==> config.mk <==
export PLATFORM = sky130hd
export DESIGN_NAME = led_pattern_ctrl_flat
export DESIGN_NICKNAME = d
export VERILOG_FILES = /design/src/rtl/led_pkg.sv /design/src/rtl/led_pattern_ctrl_if.sv /design/src/rtl/led_step_timer.sv /design/src/rtl/led_pattern_ctrl.sv /design/src/flat_wrapper.sv
export SDC_FILE = /design/constraint.sdc
export NUM_CORES = 1
export LEC_CHECK = 0
export ABC_AREA = 1
export CAP_MARGIN = 20
export CORE_MARGIN = 2
export CORE_UTILIZATION = 51
export DETAILED_ROUTE_END_ITERATION = 8
export HOLD_SLACK_MARGIN = 0.06
export PLACE_DENSITY = 0.73
export SLEW_MARGIN = 20
export SYNTH_ARGS = -nofsm -noshare
export SYNTH_HDL_FRONTEND = slang
export SYNTH_SLANG_ARGS = --single-unit
==> constraint.sdc <==
create_clock -name CLK_i -period 3.2 [get_ports CLK_i]
set_input_delay 0.64 -clock CLK_i [delete_from_list [all_inputs] [get_ports CLK_i]]
set_output_delay 0.64 -clock CLK_i [all_outputs]
set_load 0.05 [all_outputs]
==> src/rtl/led_pkg.sv <==
// Shared types and seed constants for the LED pattern sequencer.
package led_pkg;

    localparam int LED_MAX = 32;

    typedef enum logic [1:0] {
        MODE_SHL   = 2'b00,
        MODE_SHR   = 2'b01,
        MODE_PING  = 2'b10,
        MODE_BLINK = 2'b11
    } mode_e;

    typedef enum logic {
        ST_IDLE = 1'b0,
        ST_RUN  = 1'b1
    } state_e;

    localparam logic [LED_MAX-1:0] SEED_LOW = {{(LED_MAX-1){1'b0}}, 1'b1};
    localparam logic [LED_MAX-1:0] SEED_ALL = {LED_MAX{1'b1}};

    // Callers truncate the result to their own LED width.
    function automatic logic [LED_MAX-1:0] seed_of(input mode_e mode, input int led_num);
        case (mode)
            MODE_SHR:   seed_of = SEED_LOW << (led_num - 1);
            MODE_BLINK: seed_of = SEED_ALL;
            default:    seed_of = SEED_LOW;
        endcase
    endfunction

endpackage

==> src/rtl/led_pattern_ctrl_if.sv <==
// Configuration handshake bundle for led_pattern_ctrl.
// cfg_duty_i exists only when LED_PATTERN_DIM_EN is defined.
interface led_pattern_ctrl_if #(
    parameter int CNT_W = 32
);
    logic             cfg_valid_i;
    logic             cfg_ready_o;
    logic [1:0]       cfg_mode_i;
    logic [CNT_W-1:0] cfg_period_i;
`ifdef LED_PATTERN_DIM_EN
    logic [3:0]       cfg_duty_i;
`endif

    modport master (
`ifdef LED_PATTERN_DIM_EN
        output cfg_duty_i,
`endif
        output cfg_valid_i,
        output cfg_mode_i,
        output cfg_period_i,
        input  cfg_ready_o
    );

    modport slave (
`ifdef LED_PATTERN_DIM_EN
        input  cfg_duty_i,
`endif
        input  cfg_valid_i,
        input  cfg_mode_i,
        input  cfg_period_i,
        output cfg_ready_o
    );
endinterface

==> src/rtl/led_step_timer.sv <==
// Step-period counter: counts while running, clears on period-1 and pulses step.
module led_step_timer #(
    parameter int CNT_W = 32
) (
    input  logic             CLK_i,
    input  logic             RSTn_i,
    input  logic             i_run,
    input  logic [CNT_W-1:0] i_period,
    output logic             o_hit,
    output logic             o_step
);

    logic [CNT_W-1:0] r_cnt;
    logic             r_step;
    logic [CNT_W-1:0] w_last;

    // i_period is never zero here; the parent substitutes 1 for 0.
    assign w_last = i_period - CNT_W'(1);
    assign o_hit  = i_run && (r_cnt == w_last);
    assign o_step = r_step;

    always_ff @(posedge CLK_i or negedge RSTn_i) begin
        if (!RSTn_i) begin
            r_cnt  <= '0;
            r_step <= 1'b0;
        end else if (!i_run) begin
            r_cnt  <= '0;
            r_step <= 1'b0;
        end else if (o_hit) begin
            r_cnt  <= '0;
            r_step <= 1'b1;
        end else begin
            r_cnt  <= r_cnt + CNT_W'(1);
            r_step <= 1'b0;
        end
    end

endmodule

==> src/rtl/led_pattern_ctrl.sv <==
// LED pattern sequencer: IDLE/RUN FSM with step-aligned configuration updates.
// Optional PWM dimming is enabled by defining LED_PATTERN_DIM_EN.
module led_pattern_ctrl
    import led_pkg::*;
#(
    parameter int LED_NUM    = 8,
    parameter int CNT_W      = 32,
    parameter int DEF_PERIOD = 300_000_000
) (
    input  logic               CLK_i,
    input  logic               RSTn_i,
    input  logic               start_i,
    input  logic               stop_i,
    led_pattern_ctrl_if.slave  cfg,
    output logic               busy_o,
    output logic               step_o,
    output logic [LED_NUM-1:0] LED_o
);

    localparam logic [CNT_W-1:0] DEF_EFF = (DEF_PERIOD == 0) ? CNT_W'(1) : CNT_W'(DEF_PERIOD);

    state_e             r_state, w_state_nxt;
    logic               w_start_run, w_stop_run;

    mode_e              r_mode, r_pend_mode;
    logic [CNT_W-1:0]   r_period, r_pend_period;
    logic               r_pend_vld;
    logic [LED_NUM-1:0] r_led;
    logic               r_dir;

    logic               w_in_idle, w_ready, w_acc, w_hit, w_timer_run;
    logic               w_apply_cfg, w_apply_pend, w_hold_cfg;
    mode_e              w_cfg_mode, w_seed_mode;
    logic [CNT_W-1:0]   w_cfg_period;
    logic [LED_NUM-1:0] w_seed, w_adv;
    logic               w_adv_dir;

    always_ff @(posedge CLK_i or negedge RSTn_i) begin
        if (!RSTn_i) r_state <= ST_IDLE;
        else         r_state <= w_state_nxt;
    end

    // Stop wins over start; start in RUN and stop in IDLE are no-ops.
    always_comb begin
        w_state_nxt = r_state;
        w_start_run = 1'b0;
        w_stop_run  = 1'b0;
        case (r_state)
            ST_IDLE: if (start_i && !stop_i) begin
                w_state_nxt = ST_RUN;
                w_start_run = 1'b1;
            end
            ST_RUN: if (stop_i) begin
                w_state_nxt = ST_IDLE;
                w_stop_run  = 1'b1;
            end
            default: w_state_nxt = ST_IDLE;
        endcase
    end

    assign w_in_idle       = (r_state == ST_IDLE);
    assign busy_o          = (r_state == ST_RUN);
    assign w_ready         = !r_pend_vld;
    assign cfg.cfg_ready_o = w_ready;
    assign w_acc           = cfg.cfg_valid_i && w_ready;
    assign w_cfg_mode      = mode_e'(cfg.cfg_mode_i);
    assign w_cfg_period    = (cfg.cfg_period_i == '0) ? CNT_W'(1) : cfg.cfg_period_i;
    assign w_timer_run     = (r_state == ST_RUN) && !stop_i;

    // Leaving RUN flushes: a config offered that cycle is taken directly, else the pending one.
    assign w_apply_cfg  = w_acc && (w_in_idle || w_stop_run);
    assign w_apply_pend = r_pend_vld && !w_in_idle && (w_stop_run ? !w_acc : w_hit);
    assign w_hold_cfg   = w_acc && !w_in_idle && !w_stop_run;

    assign w_seed_mode = w_in_idle ? (w_acc ? w_cfg_mode : r_mode) : r_pend_mode;
    assign w_seed      = LED_NUM'(seed_of(w_seed_mode, LED_NUM));

    always_comb begin
        w_adv     = r_led;
        w_adv_dir = r_dir;
        case (r_mode)
            MODE_SHL:   w_adv = (r_led << 1) | (r_led >> (LED_NUM - 1));
            MODE_SHR:   w_adv = (r_led >> 1) | (r_led << (LED_NUM - 1));
            MODE_PING: if (LED_NUM > 1) begin
                if (r_dir) begin
                    w_adv = r_led << 1;
                    if (w_adv[LED_NUM-1]) w_adv_dir = 1'b0;
                end else begin
                    w_adv = r_led >> 1;
                    if (w_adv[0]) w_adv_dir = 1'b1;
                end
            end
            MODE_BLINK: w_adv = ~r_led;
            default:    w_adv = r_led;
        endcase
    end

    led_step_timer #(
        .CNT_W (CNT_W)
    ) u_timer (
        .CLK_i    (CLK_i),
        .RSTn_i   (RSTn_i),
        .i_run    (w_timer_run),
        .i_period (r_period),
        .o_hit    (w_hit),
        .o_step   (step_o)
    );

    always_ff @(posedge CLK_i or negedge RSTn_i) begin
        if (!RSTn_i) begin
            r_mode        <= MODE_SHL;
            r_period      <= DEF_EFF;
            r_pend_vld    <= 1'b0;
            r_pend_mode   <= MODE_SHL;
            r_pend_period <= DEF_EFF;
            r_led         <= '0;
            r_dir         <= 1'b1;
        end else begin
            if (w_apply_cfg) begin
                r_mode   <= w_cfg_mode;
                r_period <= w_cfg_period;
            end else if (w_apply_pend) begin
                r_mode   <= r_pend_mode;
                r_period <= r_pend_period;
            end

            if (w_hold_cfg) begin
                r_pend_vld    <= 1'b1;
                r_pend_mode   <= w_cfg_mode;
                r_pend_period <= w_cfg_period;
            end else if (w_apply_pend || w_stop_run) begin
                r_pend_vld    <= 1'b0;
            end

            // A mode change at a boundary restarts from that mode's seed.
            if (w_start_run) begin
                r_led <= w_seed;
                r_dir <= 1'b1;
            end else if (w_stop_run) begin
                r_led <= '0;
                r_dir <= 1'b1;
            end else if (w_hit) begin
                if (w_apply_pend && (r_pend_mode != r_mode)) begin
                    r_led <= w_seed;
                    r_dir <= 1'b1;
                end else begin
                    r_led <= w_adv;
                    r_dir <= w_adv_dir;
                end
            end
        end
    end

`ifdef LED_PATTERN_DIM_EN
    logic [3:0] r_pwm, r_duty, r_pend_duty;

    always_ff @(posedge CLK_i or negedge RSTn_i) begin
        if (!RSTn_i) begin
            r_pwm       <= 4'd0;
            r_duty      <= 4'd15;
            r_pend_duty <= 4'd15;
        end else begin
            r_pwm <= r_pwm + 4'd1;
            if (w_apply_cfg)       r_duty <= cfg.cfg_duty_i;
            else if (w_apply_pend) r_duty <= r_pend_duty;
            if (w_hold_cfg)        r_pend_duty <= cfg.cfg_duty_i;
        end
    end

    assign LED_o = r_led & {LED_NUM{(r_pwm < r_duty)}};
`else
    assign LED_o = r_led;
`endif

endmodule

==> src/flat_wrapper.sv <==
// flat-port wrapper written by rule: the top's interface ports become plain ports
module led_pattern_ctrl_flat import led_pkg::*;
#(
    parameter int LED_NUM    = 8,
    parameter int CNT_W      = 32,
    parameter int DEF_PERIOD = 300_000_000
)
  (CLK_i, RSTn_i, start_i, stop_i, busy_o, step_o, LED_o, cfg_cfg_valid_i, cfg_cfg_mode_i, cfg_cfg_period_i, cfg_cfg_ready_o);
  led_pattern_ctrl_if #(.CNT_W(CNT_W)) cfg_i ();
  input  logic CLK_i;
  input  logic RSTn_i;
  input  logic start_i;
  input  logic stop_i;
  output logic busy_o;
  output logic step_o;
  output logic [LED_NUM-1:0] LED_o;
  input wire logic [$bits(cfg_i.cfg_valid_i)-1:0] cfg_cfg_valid_i;
  input wire logic [$bits(cfg_i.cfg_mode_i)-1:0] cfg_cfg_mode_i;
  input wire logic [$bits(cfg_i.cfg_period_i)-1:0] cfg_cfg_period_i;
  output wire logic [$bits(cfg_i.cfg_ready_o)-1:0] cfg_cfg_ready_o;
  assign cfg_i.cfg_valid_i = cfg_cfg_valid_i;
  assign cfg_i.cfg_mode_i = cfg_cfg_mode_i;
  assign cfg_i.cfg_period_i = cfg_cfg_period_i;
  assign cfg_cfg_ready_o = cfg_i.cfg_ready_o;
  led_pattern_ctrl #(.LED_NUM(LED_NUM), .CNT_W(CNT_W), .DEF_PERIOD(DEF_PERIOD)) u_core (.CLK_i(CLK_i), .RSTn_i(RSTn_i), .start_i(start_i), .stop_i(stop_i), .cfg(cfg_i), .busy_o(busy_o), .step_o(step_o), .LED_o(LED_o));
endmodule
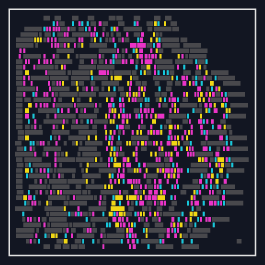
*Gate families picked out, run 1*
Drawn at 2 px/um.
cyan -> inv cells  # cells 143, where spread over the die
yellow -> nor cells  # cells 170
magenta -> nand cells  # cells 375, where spread over the die

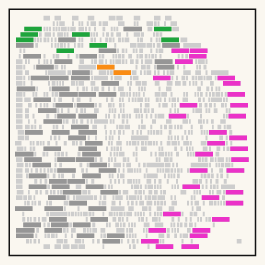
*Sequential cells colored by netlist name, run 1*
Drawn at 2 px/um. Other sequential cells in the stronger gray, the rest of the logic in the fainter gray.
green -> `u_core.LED_o`  # placed flops 8
magenta -> `u_core.u_timer.r_cnt`  # placed flops 32
orange -> `u_core.r_pend_mode`  # placed flops 2
not colored = 70

==> reports/metrics.yaml, run 1 <==
power:
  p_sw_share_pct: 43.6
  p_int_mw: 3.47
  vdd_drop_max_mv: 0.488
  comb-power_mw: 2.57
  power.total_mw: 6.15
  seq_power_mw: 2.43
  top_power_group: "combinational cells"
critical_path:
  setup.worst_path.start: "u_core.r_period[0]$_DFFE_PN0P_"
  r2r_start: "u_core.r_period[0]$_DFFE_PN0P_"
  crit_family: "simple AND/OR/NAND/NOR gates"
  critPathLaunchType: "flip-flop"
  cp.depth: 16
  crit_type: "flip-flop to flip-flop"
  worst_setup_path_end_kind: "flip-flop"
  max_stage_delay_ns: 0.40
  reg2reg_depth: 16
  crit_buf_inv: 3
  r2r-end: "u_core.LED_o[3]$_DFFE_PN0P_"
  crit_end: "u_core.LED_o[3]$_DFFE_PN0P_"
  crit_chain: "inv_1 -> ha_1 -> nand2_2 -> o21ai_0 -> nand2_1 -> nand2_1 -> nand2_1 -> nor2_1 -> nand2_1 -> nor2_1 -> nand3_2 -> buf_4 -> nand2_2 -> inv_1 -> a21oi_2 -> a21oi_1"
  path_common_cell: "nand2_1"
  worst_path_max_delay_cell: "dfrtp_1"
  cp_data_required_time_ns: 3.45
global_route:
  antenna_found_initial: 0
  grt_pass1_vias: 5955
  grt_max_degree: 58
  grtUsageMet2_pct: 35.8
  grt-ovfl-total: 0
  grt_busiest_layer: "met1"
  grt_pass1_wl_um: 29400
yosys:
  synth_area_um2: 7150
  yosys_area_um2: 7150
  simple_gate_share_pct: 33.5
  synth.net_count: 1065
  yosysTopAreaCell: "dfrtp_1"
  logic_family: "simple AND/OR/NAND/NOR gates"
  synth_top_area_share_pct: 31.9
  numSynthFlops: 112
  yosys_cells: 1024
  synth.distinct_cells: 44
  synth_seq_share_pct: 39.6
  topCellsByArea: "dfrtp_1 (32%), nand2_1 (15%), dfstp_2 (7.7%)"
  compound_area_share_pct: 12.1
  yosys_warnings: 0
clock_network:
  clk_latency_ns: 0.37
  clock_path_buffers: 2
  cts_root_buf: "clkbuf_16"
  h-tree-depth: 3
  cts_buffers: 9
  tritoncts: "built"
  cts.sinks: 112
  hold_buffers: 0
drt:
  viasPerCell: 5.23
  vias: 6582
  drtIter0Drc: 530
  avgRoutedWirePerCell_um: 13.8
  highest_layer: "met4"
floorplanning:
  num_io_pins: 50
  die_w_um: 122
  die_area_um2: 15000
  core-area_um2: 13800
  rows: 43
cells_and_area:
  largest_registers: "u_core.r_pend_period (32), u_core.r_period (32), u_core.u_timer.r_cnt (32)"
  final_nets: 1114
  nFillCells: 1383
  n_antenna_cell: 0
  finish.utilization_pct: 59.4
  final_cells: 1258
  area_delta_synth_final_pct: 14.4
  layout_top_cells: "nand2_1 (291), inv_1 (141), nor2_1 (133)"
sta:
  finalHoldViolCount: 0
  fin_skew_ns: 0.0105
  rsz0062_at_grt: "false"
  tightest_slew_ns: 0.560
  setup_viol: 0
  worst_hold_slack_ns: 0.228
  final.setup.tns_ns: 0
  clock.fmax_ghz: 0.347
  fin_crit_sh_pct: 90.1
placement:
  place.gp.congestion: 0.974
flow_run:
  warning_count: 26
  cap_violations: 0
run_status:
  status: "finished, final reports clean"
min_path:
  hold_path_class: "primary input to async pin"
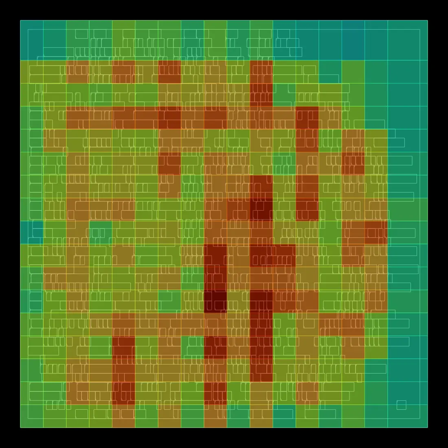
*Routing congestion, run 1*
GR Layer Usage met1: 38.0%
Tot GR Track Use: 24.8%
GR Layer Usage met3: 4.74%

run 1: synthesized netlist by cell type, drive strengths merged:
master	n
o221ai	8
nand2	300
o21ai	76
a31oi	9
buf	8
dfstp	21
a211oi	2
nor4b	1
nor4	12
o211ai	15
nand3b	10
or4	1
xnor2	18
inv	142
a21o	1
xor2	25
a21oi	29
or3	1
o21bai	7
nor2	145
clkbuf	16
and2	2
nor3	12
dfrtp	91
ha	2
clkinv	1
o211a	2
nand4	19
or2	2
nand3	46
run 1: layout make-up:
type	count	area, um^2	area share [%]
Tap cell	180	225	2.75
Inverter	143	537	6.56
Clock inverter	7	75.1	0.918
Sequential cell	112	2830	34.6
Multi-Input combinational cell	745	3660	44.8
Clock buffer	9	225	2.75
Timing Repair Buffer	62	623	7.62
==> run 2, diff against run 1 <==
Settings changed: CTS_BUF_LIST set to sky130_fd_sc_hd__clkbuf_2.
Clock period 3.2 ns to 3.65 ns, I/O delays scaled along.
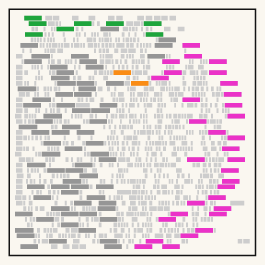
*Sequential cells colored by netlist name, run 2*
Drawn at 2 px/um. Other sequential cells in the stronger gray, the rest of the logic in the fainter gray.
orange -> `u_core.r_pend_mode`  # placed flops 2
green -> `u_core.LED_o`  # placed flops 8
magenta -> `u_core.u_timer.r_cnt`  # placed flops 32
not colored = 70

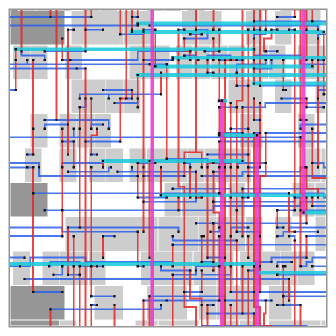
*Zoomed window, run 2*
Window x 49 to 74, y 24 to 49 um. Cells in gray, sequential cells in the stronger gray; small squares are vias.
cyan -> M3
red -> M2
blue -> M1
magenta -> M4
sequential cells in the window = 0
most frequent = nand2_1 (21), nor2_1 (14), inv_1 (8)
cells with their middle in the window = 66

==> run 2 against run 1 <==
  * Count of clock-buffer cells in the layout rose by 1
  * Sequential cell count did not move
  * Wire length fell by 2.0%
  * First-iteration DRC count rose by 3.2%
  * Worst setup slack improved by 0.16 ns
  * Final area fell by 3.0%
  * Synthesized cell count did not move
  * Clock power fell by 54%
  * Combinational power fell by 13%
  * Critical path depth rose by 3
  * Area after synthesis did not move
  * Core utilization fell by 1.8 points
  * Critical path type unchanged
==> reports/metrics.yaml, run 2 <==
run_status:
  status: "finished, final reports clean"  # unchanged
power:
  combPwrFrac_pct: 45.8  # was 41.9%
  p_clk_share_pct: 10.7  # was 18.6%
  switching_power_mw: 2.26  # was 2.68 mW
  leakage_nw: 3.82  # was 3.93 nW
  vdd_drop_max_mv: 0.333  # was 0.488 mV
  p_sw_share_pct: 46.2  # was 43.6%
  p_int_mw: 2.63  # was 3.47 mW
  seq_power_share_pct: 43.5  # was 39.6%
  power.total_mw: 4.89  # was 6.15 mW
  p_per_area_nw_per_um2: 617  # was 752 nW/um^2
clock_network:
  clk_latency_ns: 0.66  # was 0.37 ns
  cts_resized: 0  # unchanged
  clkSlewWorstSetupHoldPaths_ns: 0.29  # was 0.08 ns
  cts_buffers: 9  # unchanged
  hold_buffers: 1  # was 0
  h-tree-depth: 3  # unchanged
  tritoncts: "built"  # unchanged
  cts_root_buf: "clkbuf_2"  # was clkbuf_16
  clock_path_buffers: 2  # unchanged
  cts.sinks: 112  # unchanged
  postCtsSetupRepairBufs: 0  # unchanged
critical_path:
  crit_end: "u_core.r_period[8]$_DFFE_PN1P_"  # was u_core.LED_o[3]$_DFFE_PN0P_
  r2r_start: "u_core.r_period[0]$_DFFE_PN0P_"  # unchanged
  r2r-end: "u_core.r_period[8]$_DFFE_PN1P_"  # was u_core.LED_o[3]$_DFFE_PN0P_
  path_common_cell: "nand2_1"  # unchanged
  worst_path_max_delay_cell: "dfrtp_1"  # unchanged
  crit_buf_inv: 3  # unchanged
  path_max_fanout: 46  # was 6
  reg2reg_depth: 19  # was 16
  max_stage_delay_ns: 0.47  # was 0.40 ns
  crit_type: "flip-flop to flip-flop"  # unchanged
  crit_family: "simple AND/OR/NAND/NOR gates"  # unchanged
  crit_arrival_ns: 3.75  # was 3.13 ns
  setup.worst_path.start: "u_core.r_period[0]$_DFFE_PN0P_"  # unchanged
  critPathLaunchType: "flip-flop"  # unchanged
  cp_data_required_time_ns: 4.23  # was 3.45 ns
  crit_chain: "inv_1 -> ha_1 -> nand2_1 -> nor2_1 -> nand3_1 -> nor2_1 -> nand2_1 -> nand2_1 -> nand2_1 -> inv_1 -> nand2_1 -> nor2_1 -> nand3_2 -> nand2_4 -> nand2_2 -> nand2_4 -> buf_12 -> o211ai_1 -> o21ai_0"  # was inv_1 -> ha_1 -> nand2_2 -> o21ai_0 -> nand2_1 -> nand2_1 -> nand2_1 -> nor2_1 -> nand2_1 -> nor2_1 -> nand3_2 -> buf_4 -> nand2_2 -> inv_1 -> a21oi_2 -> a21oi_1
  cp.depth: 19  # was 16
  worst_setup_path_end_kind: "flip-flop"  # unchanged
  r2r_setup_slack_ns: 0.48  # was 0.32 ns
min_path:
  min_from: "u_core.r_pend_period[23]$_DFFE_PN1P_"
  whs_path_depth: 2
  hold_path_class: "flip-flop to flip-flop"  # was primary input to async pin
  worstHoldEndpoint: "u_core.r_pend_period[23]$_DFFE_PN1P_"
global_route:
  grt_busiest_layer: "met1"  # unchanged
  grt_max_degree: 57  # was 58
  grt-ovfl-total: 0  # unchanged
  grtUsageMet1_pct: 37.3  # was 38.0%
  grtUsageMet2_pct: 36.0  # was 35.8%
  grt_usage_pct: 24.7  # was 24.8%
  met3_usage_pct: 4.65  # was 4.74%
  grt_pass1_vias: 5907  # was 5955
  grt_pass1_wl_um: 29100  # was 29400 um
  antenna_found_initial: 2  # was 0
drt:
  first_pass_iters: 5  # unchanged
  drc_errors: 0  # unchanged
  avgRoutedWirePerCell_um: 13.5  # was 13.8 um
  highest_layer: "met4"  # unchanged
  met1_length_um: 8500  # was 8940 um
  ant_nets: 0  # unchanged
  routed_wl_um: 17000  # was 17400 um
  viasPerCell: 5.21  # was 5.23
  wl_met2_um: 7210  # was 7290 um
  wl_met3_um: 1030  # was 832 um
  drtIter0Drc: 547  # was 530
  vias: 6540  # was 6582
sta:
  fin_crit_sh_pct: 86.9  # was 90.1%
  setup_viol: 0  # unchanged
  clock.fmax_ghz: 0.315  # was 0.347 GHz
  worst_hold_slack_ns: 0.484  # was 0.228 ns
  maxSlewHeadroom_pct: 53.5  # was 62.4%
  slew_violations: 0  # unchanged
  finalWorstSetupSlack_ns: 0.478  # was 0.317 ns
  rsz0062_at_grt: "false"  # unchanged
  min_period_ns: 3.17  # was 2.88 ns
  finalHoldViolCount: 0  # unchanged
  final.setup.tns_ns: 0  # unchanged
  fin_skew_ns: 0.0467  # was 0.0105 ns
  tightest_slew_ns: 0.698  # was 0.560 ns
yosys:
  yosys_warnings: 0  # unchanged
  topCellsByArea: "dfrtp_1 (32%), nand2_1 (15%), dfstp_2 (7.7%)"  # unchanged
  mux_share_pct: 0  # unchanged
  numSynthFlops: 112  # unchanged
  flop_cell: "dfrtp_1"  # unchanged
  synth.net_count: 1065  # unchanged
  synth_top_area_share_pct: 31.9  # unchanged
  synth_adder_area_share_pct: 0.350  # unchanged
  async_flop_share_pct: 100  # unchanged
  synthXorXnorAreaFrac_pct: 5.27  # unchanged
  yosys_cells: 1024  # unchanged
  common_cells: "nand2_1 (291), inv_1 (141), nor2_1 (134)"  # unchanged
  avgSynthCellArea_um2: 6.98  # unchanged
  compound_area_share_pct: 12.1  # unchanged
  synth.distinct_cells: 44  # unchanged
  top_cell: "nand2_1"  # unchanged
  yosysTopAreaCell: "dfrtp_1"  # unchanged
  syn_inst: 1024  # unchanged
  synth_seq_share_pct: 39.6  # unchanged
  logic_family: "simple AND/OR/NAND/NOR gates"  # unchanged
  synth_area_um2: 7150  # unchanged
  yosys_area_um2: 7150  # unchanged
  simple_gate_share_pct: 33.5  # unchanged
  edf_count: 0  # unchanged
placement:
  placed_area_um2: 7830  # was 7870 um^2
  dp_hpwl_um: 13100  # was 13400 um
  port_buffers: 49  # unchanged
  dpl.cell_count: 1237  # was 1241
  place.gp.congestion: 0.961  # was 0.974
  place_ws_ns: 0.366  # was 0.205 ns
floorplanning:
  num_io_pins: 50  # unchanged
  core-area_um2: 13800  # unchanged
  fp_util_pct: 51.9  # unchanged
  die_area_um2: 15000  # unchanged
  die_h_um: 122  # unchanged
  die_w_um: 122  # unchanged
  rows: 43  # unchanged
flow_run:
  warning_count: 26  # unchanged
  cap_violations: 0  # unchanged
cells_and_area:
  finish.utilization_pct: 57.6  # was 59.4%
  largest_registers: "u_core.r_pend_period (32), u_core.r_period (32), u_core.u_timer.r_cnt (32)"  # unchanged
  layout_top_cell: "nand2_1"  # unchanged
  drive_above_1_share_pct: 6.89  # was 7.42%
  fin_area_um2: 7940  # was 8180 um^2
  final_nets: 1110  # was 1114
  final_cells: 1256  # was 1258
  nFillCells: 1342  # was 1383
  layout_top_cells: "nand2_1 (291), inv_1 (141), nor2_1 (133)"  # unchanged
  area_delta_synth_final_pct: 11.0  # was 14.4%
run 2: cell counts after synthesis:
No cell type changed its count.
run 2: power by group through the flow:
stage	clock network (mW)	registers, mW	logic [mW]
after floorplan	0	2.17	1.57
after global placement	0	2.14	2.19
after detailed placement	0	2.14	2.22
after CTS	0.552	2.12	2.24
after global routing	0.595	2.19	2.55
final	0.524	2.13	2.24
run 2: final cells by class:
cell class / instances / area (um^2) / area share, %
diodes: 2 / 5.00 / 0.0631
flip-flops and latches: 112 / 2830 / 35.6
clock inverters: 6 / 42.5 / 0.536
multi-input cells: 745 / 3660 / 46.2
repair buffers: 58 / 583 / 7.35
well taps: 180 / 225 / 2.84
clock buffers: 10 / 50.0 / 0.631
inverters: 143 / 537 / 6.76
==> run 3, diff against run 2 <==
Settings changed: ABC_CLOCK_PERIOD_IN_PS set to 3650, CAP_MARGIN 20 to 25.
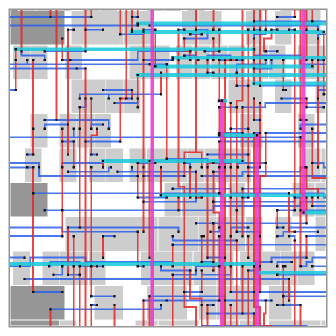
*Zoomed window, run 3*
Window x 49 to 74, y 24 to 49 um. Cells in gray, sequential cells in the stronger gray; small squares are vias.
red -> M2
cyan -> M3
magenta -> M4
blue -> M1
sequential cells in the window = 0
most frequent = nand2_1 (21), nor2_1 (14), inv_1 (8)
cells with their middle in the window = 66

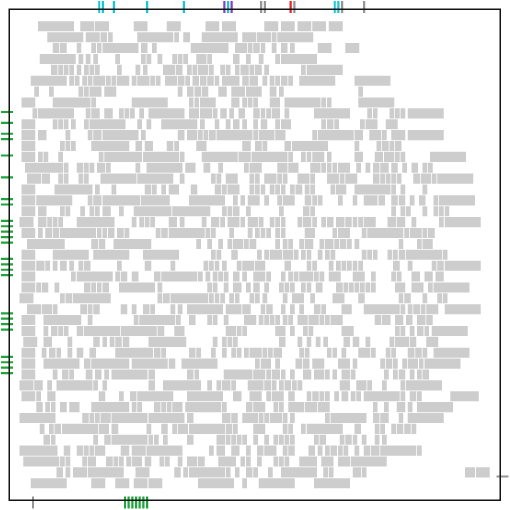
*Pin placement, run 3*
Drawn at 4 px/um. Pins as bars across the die edge, other pins in gray.
cyan -> `LED_o`  # pins 8, direction output, edge top
red -> `stop_i`  # pins 1, direction input, edge top
green -> `cfg_cfg_period_i`  # pins 32, direction input, edge 25 left, 7 bottom
purple -> `cfg_cfg_mode_i`  # pins 2, direction input, edge top
all pins by edge = 25 left, 16 top, 8 bottom, 1 right

==> run 3 against run 2 <==
  * Sequential share of layout area stayed put
  * Largest cell class unchanged
  * Critical path type unchanged
  * Critical path depth did not move
  * Sequential cell count did not move
  * Register-to-register slack about the same
  * Wire length unchanged
==> reports/metrics.yaml, run 3 <==
cells_and_area:
  fin_area_um2: 7940  # unchanged
  nonClkBufAreaFrac_pct: 7.35  # unchanged
  layout_top_cells: "nand2_1 (291), inv_1 (141), nor2_1 (133)"  # unchanged
  largest_registers: "u_core.r_pend_period (32), u_core.r_period (32), u_core.u_timer.r_cnt (32)"  # unchanged
  layout_top_cell: "nand2_1"  # unchanged
  sh_seq_area_pct: 35.6  # unchanged
  seq_cells: 112  # unchanged
  finish.utilization_pct: 57.6  # unchanged
  drive_above_1_share_pct: 6.89  # unchanged
  final-comb-area_um2: 3660  # unchanged
  comb_area_share_pct: 46.2  # unchanged
  n_all_buffers: 58  # unchanged
  n_antenna_cell: 2  # unchanged
  comb_cells: 745  # unchanged
  clockBufferCount: 10  # unchanged
  final_cells: 1256  # unchanged
  nFillCells: 1342  # unchanged
  inv_count: 143  # unchanged
  largestClassByArea: "logic gates"  # unchanged
  flop_area_um2: 2830  # unchanged
sta:
  rsz0062_at_grt: "false"  # unchanged
  worst_hold_slack_ns: 0.484  # unchanged
  setup_viol: 0  # unchanged
  finalWorstSetupSlack_ns: 0.478  # unchanged
  min_period_ns: 3.17  # unchanged
  fin_crit_sh_pct: 86.9  # unchanged
  tightest_slew_ns: 0.698  # unchanged
  clock.fmax_ghz: 0.315  # unchanged
  fin_skew_ns: 0.0467  # unchanged
  slew_violations: 0  # unchanged
  final.setup.tns_ns: 0  # unchanged
  maxSlewHeadroom_pct: 53.5  # unchanged
drt:
  routed_wl_um: 17000  # unchanged
  ant_nets: 0  # unchanged
  first_pass_iters: 5  # unchanged
  viasPerCell: 5.21  # unchanged
  wl_met2_um: 7210  # unchanged
  avgRoutedWirePerCell_um: 13.5  # unchanged
  vias: 6540  # unchanged
  wl_met3_um: 1030  # unchanged
  met1_length_um: 8500  # unchanged
floorplanning:
  num_io_pins: 50  # unchanged
  tapCellCount: 180  # unchanged
  fp_util_pct: 51.9  # unchanged
  die_area_um2: 15000  # unchanged
  die_w_um: 122  # unchanged
  rows: 43  # unchanged
  die_h_um: 122  # unchanged
  core-area_um2: 13800  # unchanged
yosys:
  topCellsByArea: "dfrtp_1 (32%), nand2_1 (15%), dfstp_2 (7.7%)"  # unchanged
  flop_cell: "dfrtp_1"  # unchanged
  yosys_warnings: 0  # unchanged
  synth.distinct_cells: 44  # unchanged
  yosys_area_um2: 7150  # unchanged
  async_flop_share_pct: 100  # unchanged
  edf_count: 0  # unchanged
  common_cells: "nand2_1 (291), inv_1 (141), nor2_1 (134)"  # unchanged
  synth_seq_share_pct: 39.6  # unchanged
  avgSynthCellArea_um2: 6.98  # unchanged
  synth_top_area_share_pct: 31.9  # unchanged
  yosysTopAreaCell: "dfrtp_1"  # unchanged
  synth.net_count: 1065  # unchanged
  numSynthFlops: 112  # unchanged
  syn_inst: 1024  # unchanged
placement:
  dp_hpwl_um: 13100  # unchanged
  dpl.cell_count: 1237  # unchanged
  placed_area_um2: 7830  # unchanged
  port_buffers: 49  # unchanged
  place.gp.congestion: 0.961  # unchanged
  place_ws_ns: 0.366  # unchanged
critical_path:
  setup.worst_path.start: "u_core.r_period[0]$_DFFE_PN0P_"  # unchanged
  r2r-end: "u_core.r_period[8]$_DFFE_PN1P_"  # unchanged
  cp_data_required_time_ns: 4.23  # about the same
  worst_setup_path_end_kind: "flip-flop"  # unchanged
  worst_path_max_delay_cell: "dfrtp_1"  # unchanged
  crit_end: "u_core.r_period[8]$_DFFE_PN1P_"  # unchanged
  crit_type: "flip-flop to flip-flop"  # unchanged
  cp.depth: 19  # unchanged
  path_max_fanout: 46  # unchanged
  reg2reg_depth: 19  # unchanged
  r2r_setup_slack_ns: 0.48  # about the same
  path_common_cell: "nand2_1"  # unchanged
  crit_chain: "inv_1 -> ha_1 -> nand2_1 -> nor2_1 -> nand3_1 -> nor2_1 -> nand2_1 -> nand2_1 -> nand2_1 -> inv_1 -> nand2_1 -> nor2_1 -> nand3_2 -> nand2_4 -> nand2_2 -> nand2_4 -> buf_12 -> o211ai_1 -> o21ai_0"  # unchanged
  max_stage_delay_ns: 0.47  # about the same
  critPathLaunchType: "flip-flop"  # unchanged
  crit_buf_inv: 3  # unchanged
clock_network:
  tritoncts: "built"  # unchanged
  clkSlewWorstSetupHoldPaths_ns: 0.29  # about the same
  hold_buffers: 1  # unchanged
  clock_path_buffers: 2  # unchanged
  cts_resized: 0  # unchanged
  h-tree-depth: 3  # unchanged
  clk_latency_ns: 0.66  # about the same
  cts_buffers: 9  # unchanged
power:
  comb-power_mw: 2.24  # about the same
  seq_power_mw: 2.13  # about the same
  leakage_nw: 3.82  # unchanged
  combPwrFrac_pct: 45.8  # about the same
  seq_power_share_pct: 43.5  # about the same
  vdd_drop_max_mv: 0.333  # unchanged
  p_sw_share_pct: 46.2  # unchanged
  power.total_mw: 4.89  # unchanged
  p_int_mw: 2.63  # unchanged
  p_per_area_nw_per_um2: 617  # unchanged
  p_clk_share_pct: 10.7  # about the same
  switching_power_mw: 2.26  # unchanged
global_route:
  grt-ovfl-total: 0  # unchanged
  grt_busiest_layer: "met1"  # unchanged
  grtUsageMet2_pct: 36.0  # unchanged
  grtUsageMet1_pct: 37.3  # unchanged
  grt_usage_pct: 24.7  # unchanged
  grt_pass1_vias: 5907  # unchanged
  grt_pass1_wl_um: 29100  # unchanged
  grt_max_degree: 57  # unchanged
flow_run:
  warning_count: 26  # unchanged
  cap_violations: 0  # unchanged
min_path:
  whs_path_depth: 2  # unchanged
  worstHoldEndpoint: "u_core.r_pend_period[23]$_DFFE_PN1P_"  # unchanged
  hold_path_class: "flip-flop to flip-flop"  # unchanged
  min_from: "u_core.r_pend_period[23]$_DFFE_PN1P_"  # unchanged
run_status:
  status: "finished, final reports clean"  # unchanged
==> run 3: kinds of logic (layout without fill, tap and decap cells) <==
| family | Yosys count | count (layout) | synth area share, % |
|---|---|---|---|
| and+or+nand+nor | 551 | 551 | 33.5 |
| buffers and inverters | 167 | 217 | 9.28 |
| AOI/OAI and AO/OA | 149 | 149 | 12.1 |
| DFF | 112 | 112 | 39.6 |
| xor gates and xnor gates | 43 | 43 | 5.27 |
| adders and majority gates | 2 | 2 | 0.350 |
| other | 0 | 2 | 0 |
==> run 3: worst min-delay path, stage by stage, from the launching register on <==
cell and delay [ns]:
dfstp_2 0.44, nand2_1 0.05, nand2_1 0.04
No activity file was given, so power comes from the tool's default toggle rates.
